[config.mk]
export PLATFORM = sky130hd
export DESIGN_NAME = dmem_arbiter_flat
export DESIGN_NICKNAME = d
export VERILOG_FILES = /design/src/rtl/dmem_arbiter_pkg.sv /design/src/rtl/dmem_arbiter_if.sv /design/src/rtl/dmem_arbiter_rr_pick.sv /design/src/rtl/dmem_arbiter.sv /design/src/flat_wrapper.sv
export SDC_FILE = /design/constraint.sdc
export NUM_CORES = 1
export LEC_CHECK = 0
export ABC_AREA = 1
export CAP_MARGIN = 20
export CORE_MARGIN = 1
export CORE_UTILIZATION = 40
export DETAILED_ROUTE_END_ITERATION = 8
export GPL_TIMING_DRIVEN = 0
export HOLD_SLACK_MARGIN = 0.03
export PLACE_DENSITY = 0.92
export SYNTH_ARGS = -nofsm -noshare
export SYNTH_HDL_FRONTEND = slang
export SYNTH_SLANG_ARGS = --single-unit
[constraint.sdc]
create_clock -name clk -period 1.3 [get_ports clk]
set_clock_uncertainty 0.05 [all_clocks]
set_input_delay 0.13 -clock clk [delete_from_list [all_inputs] [get_ports clk]]
set_output_delay 0.13 -clock clk [all_outputs]
set_load 0.005 [all_outputs]
[src/rtl/dmem_arbiter_pkg.sv]
// Shared types and constants for the two-port data-memory arbiter.
// State encoding, default widths, port indices and the tie-break helper.
package dmem_arb_pkg;

   localparam int ADDR_W_DEF = 10;
   localparam int DATA_W_DEF = 32;
   localparam int NUM_PORTS  = 2;

   localparam logic PORT0 = 1'b0;
   localparam logic PORT1 = 1'b1;

   typedef enum logic [1:0] {
      ST_IDLE   = 2'd0,
      ST_ISSUE  = 2'd1,
      ST_RDWAIT = 2'd2
   } arb_state_e;

   // last names the port granted most recently; a tie goes to the other one.
   function automatic logic rr_winner(input logic req0, input logic req1, input logic last);
      return req1 & ~(req0 & last);
   endfunction

endpackage

[src/rtl/dmem_arbiter_if.sv]
// Requester and datamemory signals of the arbiter, bundled with directional views.
// slave = arbiter side, master = requesters plus memory side.
interface dmem_arbiter_if #(
   parameter int ADDR_W = 10,
   parameter int DATA_W = 32
);
   logic              req0, req1;
   logic              we0, we1;
   logic [ADDR_W-1:0] addr0, addr1;
   logic [DATA_W-1:0] wdata0, wdata1;
   logic              gnt0, gnt1;
   logic              rvalid0, rvalid1;
   logic [DATA_W-1:0] rdata;
   logic              mem_we;
   logic [ADDR_W-1:0] mem_address;
   logic [DATA_W-1:0] mem_dataIn;
   logic [DATA_W-1:0] mem_dataOut;

   modport slave (
      input  req0, req1, we0, we1, addr0, addr1, wdata0, wdata1, mem_dataOut,
      output gnt0, gnt1, rvalid0, rvalid1, rdata, mem_we, mem_address, mem_dataIn
   );

   modport master (
      output req0, req1, we0, we1, addr0, addr1, wdata0, wdata1, mem_dataOut,
      input  gnt0, gnt1, rvalid0, rvalid1, rdata, mem_we, mem_address, mem_dataIn
   );
endinterface

[src/rtl/dmem_arbiter_rr_pick.sv]
// Two-way winner select: a lone request wins, a tie goes to the port not granted last.
// Feeding last=1 permanently turns this into fixed priority for port 0.
module dmem_rr_pick
   import dmem_arb_pkg::*;
(
   input  logic req0,
   input  logic req1,
   input  logic last,
   output logic sel,
   output logic valid
);

   assign valid = req0 | req1;
   assign sel   = rr_winner(req0, req1, last);

endmodule

[src/rtl/dmem_arbiter.sv]
// Arbitrates CPU (port 0) and debug/DMA (port 1) accesses onto one synchronous datamemory.
// Define DMEM_ARB_FIXED_PRIO_EN for fixed port-0 priority instead of round-robin.
module dmem_arbiter
   import dmem_arb_pkg::*;
#(
   parameter int ADDR_W = ADDR_W_DEF,
   parameter int DATA_W = DATA_W_DEF
) (
   input  logic           clk,
   input  logic           rst_n,
   dmem_arbiter_if.slave  bus
);

   arb_state_e             state_q, state_d;
   logic                   sel_q, sel_d;
   logic                   we_q, we_d;
   logic [ADDR_W-1:0]      addr_q, addr_d;
   logic [DATA_W-1:0]      wdata_q, wdata_d;
   logic [DATA_W-1:0]      rdata_q, rdata_d;
   logic [NUM_PORTS-1:0]   gnt_q, gnt_d;
   logic [NUM_PORTS-1:0]   rvalid_q, rvalid_d;
   logic                   mem_we_q, mem_we_d;
   logic                   last;
   logic                   pick_sel, pick_valid;

`ifdef DMEM_ARB_FIXED_PRIO_EN
   assign last = PORT1;
`else
   logic                   last_q, last_d;
   assign last = last_q;
`endif

   dmem_rr_pick u_pick (
      .req0  (bus.req0),
      .req1  (bus.req1),
      .last  (last),
      .sel   (pick_sel),
      .valid (pick_valid)
   );

   always_comb begin
      state_d  = state_q;
      sel_d    = sel_q;
      we_d     = we_q;
      addr_d   = addr_q;
      wdata_d  = wdata_q;
      rdata_d  = rdata_q;
      gnt_d    = '0;
      rvalid_d = '0;
      mem_we_d = 1'b0;
`ifndef DMEM_ARB_FIXED_PRIO_EN
      last_d   = last_q;
`endif
      case (state_q)
         ST_IDLE: begin
            if (pick_valid) begin
               state_d         = ST_ISSUE;
               sel_d           = pick_sel;
               we_d            = pick_sel ? bus.we1    : bus.we0;
               addr_d          = pick_sel ? bus.addr1  : bus.addr0;
               wdata_d         = pick_sel ? bus.wdata1 : bus.wdata0;
               gnt_d[pick_sel] = 1'b1;
               mem_we_d        = we_d;
`ifndef DMEM_ARB_FIXED_PRIO_EN
               last_d          = pick_sel;
`endif
            end
         end
         ST_ISSUE:  state_d = we_q ? ST_IDLE : ST_RDWAIT;
         // memory data for the address issued last cycle is valid now
         ST_RDWAIT: begin
            rdata_d         = bus.mem_dataOut;
            rvalid_d[sel_q] = 1'b1;
            state_d         = ST_IDLE;
         end
         default:   state_d = ST_IDLE;
      endcase
   end

   always_ff @(posedge clk or negedge rst_n) begin
      if (!rst_n) begin
         state_q  <= ST_IDLE;
         sel_q    <= PORT0;
         we_q     <= 1'b0;
         addr_q   <= '0;
         wdata_q  <= '0;
         rdata_q  <= '0;
         gnt_q    <= '0;
         rvalid_q <= '0;
         mem_we_q <= 1'b0;
`ifndef DMEM_ARB_FIXED_PRIO_EN
         last_q   <= PORT1;
`endif
      end else begin
         state_q  <= state_d;
         sel_q    <= sel_d;
         we_q     <= we_d;
         addr_q   <= addr_d;
         wdata_q  <= wdata_d;
         rdata_q  <= rdata_d;
         gnt_q    <= gnt_d;
         rvalid_q <= rvalid_d;
         mem_we_q <= mem_we_d;
`ifndef DMEM_ARB_FIXED_PRIO_EN
         last_q   <= last_d;
`endif
      end
   end

   assign bus.gnt0        = gnt_q[PORT0];
   assign bus.gnt1        = gnt_q[PORT1];
   assign bus.rvalid0     = rvalid_q[PORT0];
   assign bus.rvalid1     = rvalid_q[PORT1];
   assign bus.rdata       = rdata_q;
   assign bus.mem_we      = mem_we_q;
   assign bus.mem_address = addr_q;
   assign bus.mem_dataIn  = wdata_q;

endmodule

[src/flat_wrapper.sv]
// flat-port wrapper written by rule: the top's interface ports become plain ports
module dmem_arbiter_flat import dmem_arb_pkg::*;
#(
   parameter int ADDR_W = ADDR_W_DEF,
   parameter int DATA_W = DATA_W_DEF
)
  (clk, rst_n, bus_req0, bus_req1, bus_we0, bus_we1, bus_addr0, bus_addr1, bus_wdata0, bus_wdata1, bus_mem_dataOut, bus_gnt0, bus_gnt1, bus_rvalid0, bus_rvalid1, bus_rdata, bus_mem_we, bus_mem_address, bus_mem_dataIn);
  dmem_arbiter_if #(.ADDR_W(ADDR_W), .DATA_W(DATA_W)) bus_i ();
  input  logic clk;
  input  logic rst_n;
  input wire logic [$bits(bus_i.req0)-1:0] bus_req0;
  input wire logic [$bits(bus_i.req1)-1:0] bus_req1;
  input wire logic [$bits(bus_i.we0)-1:0] bus_we0;
  input wire logic [$bits(bus_i.we1)-1:0] bus_we1;
  input wire logic [$bits(bus_i.addr0)-1:0] bus_addr0;
  input wire logic [$bits(bus_i.addr1)-1:0] bus_addr1;
  input wire logic [$bits(bus_i.wdata0)-1:0] bus_wdata0;
  input wire logic [$bits(bus_i.wdata1)-1:0] bus_wdata1;
  input wire logic [$bits(bus_i.mem_dataOut)-1:0] bus_mem_dataOut;
  output wire logic [$bits(bus_i.gnt0)-1:0] bus_gnt0;
  output wire logic [$bits(bus_i.gnt1)-1:0] bus_gnt1;
  output wire logic [$bits(bus_i.rvalid0)-1:0] bus_rvalid0;
  output wire logic [$bits(bus_i.rvalid1)-1:0] bus_rvalid1;
  output wire logic [$bits(bus_i.rdata)-1:0] bus_rdata;
  output wire logic [$bits(bus_i.mem_we)-1:0] bus_mem_we;
  output wire logic [$bits(bus_i.mem_address)-1:0] bus_mem_address;
  output wire logic [$bits(bus_i.mem_dataIn)-1:0] bus_mem_dataIn;
  assign bus_i.req0 = bus_req0;
  assign bus_i.req1 = bus_req1;
  assign bus_i.we0 = bus_we0;
  assign bus_i.we1 = bus_we1;
  assign bus_i.addr0 = bus_addr0;
  assign bus_i.addr1 = bus_addr1;
  assign bus_i.wdata0 = bus_wdata0;
  assign bus_i.wdata1 = bus_wdata1;
  assign bus_i.mem_dataOut = bus_mem_dataOut;
  assign bus_gnt0 = bus_i.gnt0;
  assign bus_gnt1 = bus_i.gnt1;
  assign bus_rvalid0 = bus_i.rvalid0;
  assign bus_rvalid1 = bus_i.rvalid1;
  assign bus_rdata = bus_i.rdata;
  assign bus_mem_we = bus_i.mem_we;
  assign bus_mem_address = bus_i.mem_address;
  assign bus_mem_dataIn = bus_i.mem_dataIn;
  dmem_arbiter #(.ADDR_W(ADDR_W), .DATA_W(DATA_W)) u_core (.clk(clk), .rst_n(rst_n), .bus(bus_i));
endmodule
Run 1, close-up of the layout:
Scale bar: 10 um. Window x 55 to 95, y 5 to 45 um. Cells in gray, sequential cells in the stronger gray; small squares are vias.
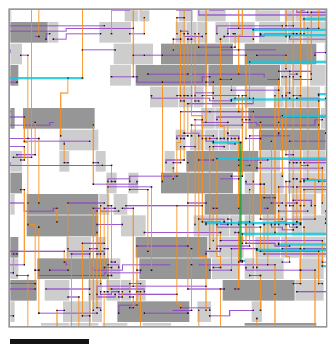
legend:
  purple:
    layer: M1
  green:
    layer: M4
  cyan:
    layer: M3
  orange:
    layer: M2
cells with their middle in the window: 106
most frequent: nand2_1 (30), dfrtp_1 (18), nand3_1 (15)
sequential cells in the window: 18
netlist names of flops here include: u_core.bus.rdata (13), u_core.rvalid_q (2)

Run 1, M1 wires:
Scale bar: 20 um. Supply wires on this layer in gray.
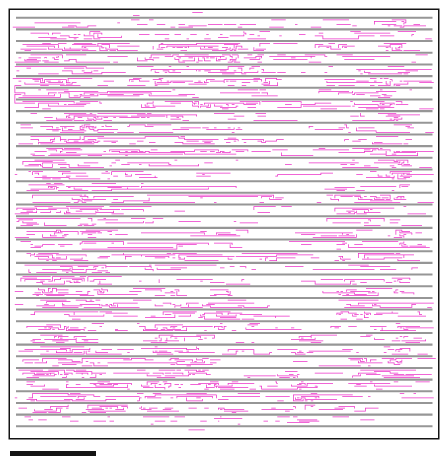
nets with wire on the layer: 737
longest straight run: 30.8 um
wire length on this layer: 5,260 um

Run 1, routing congestion map:
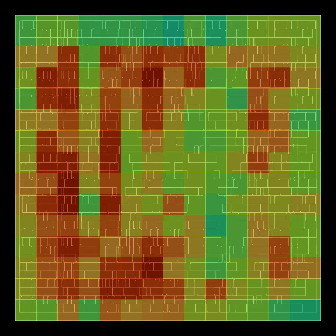
Final Util: 75.1%
met3 Use GR: 9.49%
GRT Util Overall: 29.5%
GRT busiest layer: met2
met2 usage: 53.0%

==> reports/results.tsv, run 1 <==
stage	metric	value	unit
drt	antenna_left	0	
yosys	ys_sh_xor	0	%
worst_setup_path	arrival	1650	ps
min_path	worstHoldPathType	input port to asynchronous set/reset pin	
worst_setup_path	cp.required	1540	ps
yosys	synthTopCellsByArea	dfrtp_1 (54%), nand2_1 (28%), nand3_1 (9.8%)	
global_routing	grt_pass1_wl	22600	um
layout	drive_above_1_share	24.4	%
place	dpl_cell_area	6000	um2
worst_setup_path	r2r_end	u_core.bus.mem_dataIn[13]$_DFFE_PN0P_	
worst_setup_path	cp_cell_sequence	nand2_4, nand2_4, buf_6, buf_6, nand2_2, nand2_2, nand2_2, nand2_1	
place	gp_congestion	0.838	
outcome	violations	negative setup slack	
layout	flop_area	2100	um2
layout	logic_area	1840	um2
clocking	clock_latency	340	ps
worst_setup_path	critPathKind	register to register	
layout	buf_share	37.7	%
power_and_ir_drop	power	0.0131	W
yosys	logic_family	simple AND/OR/NAND/NOR gates	
layout	nClkBuffers	10	
layout	clock_area_share	2.78	%
timing	setup_viol	42	
timing	hold_slack	208	ps
timing	setup_slack	-110	ps
outcome	outcome	finished, violations left	
drt	met1_length	5260	um
layout	comb_area_share	26.5	%
floorplan	ioPinCount	201	
drt	viasPerCell	5.10	
place	port_buffers	199	
yosys	ys_sh_mux	0	%
layout	n_fill_cell	636	
floorplan	fp_util	41.3	%
timing	finalCritPeriodShare	108	%
timing	drv_slew	0	
yosys	synthSimpleGateAreaFrac	39.4	%
clocking	path_clk_slew	90	ps
yosys	flop_cell	dfrtp_1	
layout	finalInstanceArea	6940	um2
layout	comb_cells	368	
yosys	adder_share	0	%
timing	slew_headroom	71.6	%
timing	period_minus_slack	1410	ps
yosys	edf_count	0	
worst_setup_path	max_stage_delay	570	ps
layout	nets	867	
## run 1: worst register-to-register path, cell delays in order (launching register included)
cell and delay, ps:
dfstp_2 570, nand2_4 80, nand2_4 90, buf_6 150, buf_6 150, nand2_2 60, nand2_2 80, nand2_2 70
nand2_1 70
## run 1: layout by cell type (no fill, tap or decap), drive strengths merged
master | netlist | routed
dfstp | 1 | 1
clkbuf | 6 | 16
dfrtp | 83 | 83
buf | 25 | 70
nand3 | 75 | 75
nand2 | 285 | 285
dlygate4sd3 | 0 | 1
bufinv | 0 | 1
nor2 | 6 | 6
nor3 | 1 | 1
inv | 7 | 7
clkinvlp | 0 | 1
clkdlybuf4s50 | 0 | 119
dlygate4sd2 | 0 | 79
clkinv | 0 | 4
o21ai | 1 | 1
## run 1: timing repair
action / in CTS / in global routing
pin swaps: 38 / 47
hold buffers: 1 / 0
cloned: 8 / 0
buffers inserted: 35 / 2
setup endpoints to repair: 126 / 75
resized: 174 / 56
endpoints found under the hold margin: 29 / 0
## run 1: state kept, by name, indices dropped and copies added, names as in the netlist
register and cells:
u_core.gnt_q 2, u_core.rvalid_q 2, u_core.state_q 2, u_core.sel_q 1, u_core.bus.mem_we 1, u_core.bus.mem_address 10
u_core.we_q 1, u_core.bus.rdata 32, u_core.last 1, u_core.bus.mem_dataIn 32
## run 1: cell families after synthesis
logic type / after synthesis
flip-flops: 84
AND/OR/NAND/NOR: 367
buffers and inverters: 38
AND-OR/OR-AND: 1
## run 1: where the power goes
part	internal, W	total (W)	switching [W]
clock	0.000890	0.00187	0.000980
combinational	0.00338	0.00678	0.00340
sequential	0.00385	0.00449	0.000640
total	0.00812	0.0131	0.00502
==> run 2: changes to the inputs <==
--- a/config.mk
+++ b/config.mk
@@ -13,6 +13,7 @@
 export GPL_TIMING_DRIVEN = 0
 export HOLD_SLACK_MARGIN = 0.03
 export PLACE_DENSITY = 0.92
+export RECOVER_POWER = 25
 export SYNTH_ARGS = -nofsm -noshare
 export SYNTH_HDL_FRONTEND = slang
 export SYNTH_SLANG_ARGS = --single-unit
Run 2, close-up of the layout:
Scale bar: 10 um. Window x 55 to 95, y 5 to 45 um. Cells in gray, sequential cells in the stronger gray; small squares are vias.
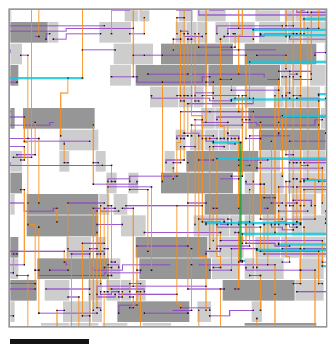
legend:
  cyan:
    layer: M3
  orange:
    layer: M2
  purple:
    layer: M1
  green:
    layer: M4
netlist names of flops here include: u_core.bus.rdata (13), u_core.rvalid_q (2)
sequential cells in the window: 18
most frequent: nand2_1 (30), dfrtp_1 (18), nand3_1 (15)
cells with their middle in the window: 106

Run 2, routing congestion map:
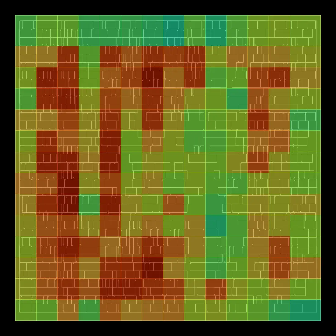
wire length per cell: 16.7 um
met1 Use GR: 31.1%

==> reports/results.tsv, run 2 <==
stage	metric	value	unit	change
outcome	outcome	finished, violations left		unchanged
outcome	violations	negative setup slack		unchanged
clocking	path_clk_slew	90	ps	about the same
drt	antenna_left	0		unchanged
layout	nets	867		unchanged
timing	setup_viol	42		unchanged
drt	top_layer_used	met4		unchanged
yosys	edf_count	0		unchanged
global_routing	grt_usage	29.5	%	unchanged
power_and_ir_drop	clkPwrFrac	14.2	%	about the same
timing	drv_slew	0		unchanged
worst_setup_path	cp_num_buf_inv	2		unchanged
yosys	syn_inst	490		unchanged
drt	first_pass_iters	4		unchanged
global_routing	grt.met3_usage	9.49	%	unchanged
power_and_ir_drop	switching_share	38.2	%	about the same
worst_setup_path	cp.required	1540	ps	about the same
yosys	flop_cell	dfrtp_1		unchanged
layout	layout_top_cell	nand2_1		unchanged
clocking	clock_latency	340	ps	about the same
place	port_buffers	199		unchanged
timing	period_minus_slack	1410	ps	unchanged
power_and_ir_drop	internal-power	0.00812	W	about the same
min_path	worstHoldPathType	input port to register		was input port to asynchronous set/reset pin
worst_setup_path	r2r_end	u_core.bus.mem_dataIn[13]$_DFFE_PN0P_		unchanged
timing	slew_headroom	44.9	%	was 71.6%
yosys	synthTopCellsByArea	dfrtp_1 (54%), nand2_1 (28%), nand3_1 (9.8%)		unchanged
power_and_ir_drop	seq_power_share	34.2	%	about the same
worst_setup_path	max_stage_delay	570	ps	about the same
yosys	syn_avg_cell_area	7.80	um2	unchanged
layout	utilization	75.1	%	about the same
floorplan	ioPinCount	201		unchanged
power_and_ir_drop	p_switching	0.00502	W	about the same
drt	dr_total_vias	4467		was 4,483
worst_setup_path	arrival	1650	ps	about the same
place	gp_congestion	0.838		unchanged
yosys	synthTopCellsByCount	nand2_1 (282), dfrtp_1 (83), nand3_1 (75), buf_2 (14), clkbuf_1 (6)		unchanged
layout	final_cell_mix	nand2_1 (234), clkdlybuf4s50_1 (119), dfrtp_1 (82), dlygate4sd2_1 (79)		unchanged
timing	finalCritPeriodShare	108	%	unchanged
worst_setup_path	critPathKind	register to register		unchanged
floorplan	fp_util	41.3	%	unchanged
global_routing	grtUsageMet2	53.0	%	unchanged
layout	drive_above_1_share	24.4	%	unchanged
global_routing	top_usage_layer	met2		unchanged
timing	setup_slack	-110	ps	unchanged
worst_setup_path	r2r_start	u_core.last$_DFFE_PN1P_		unchanged
floorplan	core_area	9240	um2	unchanged
global_routing	grt_pass1_wl	22600	um	unchanged
drt	met1_length	5270	um	was 5260 um
worst_setup_path	cp_cell_sequence	nand2_4, nand2_4, buf_6, buf_6, nand2_2, nand2_2, nand2_2, nand2_1		unchanged
run 2: netlist changes by cell type in the layout (fill, tap and decap cells not counted):
cell      change
buf_4         -1
clkbuf_2      +1
run 2: final cells by class:
class,count,area (um2)
Clock buffer,10,128
Timing Repair Buffer,245,2360
Fill cell,637,2300
Tap cell,129,161
Inverter,7,31.3
Multi-Input combinational cell,368,1840
Sequential cell,84,2100
Clock inverter,6,65.1
Buffer,30,251
run 2: power by group through the flow:
stage / Clock, W / Combinational [W] / Sequential (W)
5_1_grt: 0.00201 / 0.00741 / 0.00462
3_5_place_dp: 0 / 0.00602 / 0.00454
6_report: 0.00187 / 0.00678 / 0.00449
2_1_floorplan: 0 / 0.00241 / 0.00459
3_3_place_gp: 0 / 0.00580 / 0.00450
4_1_cts: 0.00189 / 0.00653 / 0.00445
run 2: cell families (layout without fill, tap and decap cells):
| group | after synthesis | after routing | synth area share [%] |
|---|---|---|---|
| simple gates | 367 | 367 | 39.4 |
| flops | 84 | 84 | 55.1 |
| compound gates | 1 | 1 | 0.131 |
| buf+inv | 38 | 298 | 5.44 |
run 2: metrics by stage:
stage	instances	TNS [ps]	area, um2	hold WS (ps)	power, W
CTS	878	-1340	6820	190	0.0129
finish	879	-1770	6940	208	0.0131
floorplan	490	0	3820	-216	0.00699
detailed placement	819	-16710	6000	41.9	0.0106
global route	879	-9040	6940	232	0.0140
global placement	818	-253910	5970	365	0.0103
run 2: timing repair:
item	in CTS	in global routing
endpoints found under the hold margin	29	0
setup buffers	35	2
gates cloned	8	0
pin swaps	38	47
resized	174	56
hold buffers	1	0
endpoints found under the setup margin	126	75
run 2: worst reg2reg max path, stage by stage (launching register included):
cell	delay (ps)
dfstp_2	570
nand2_4	80
nand2_4	90
buf_6	150
buf_6	150
nand2_2	60
nand2_2	80
nand2_2	70
nand2_1	70
No activity file was given, so power comes from the tool's default toggle rates.
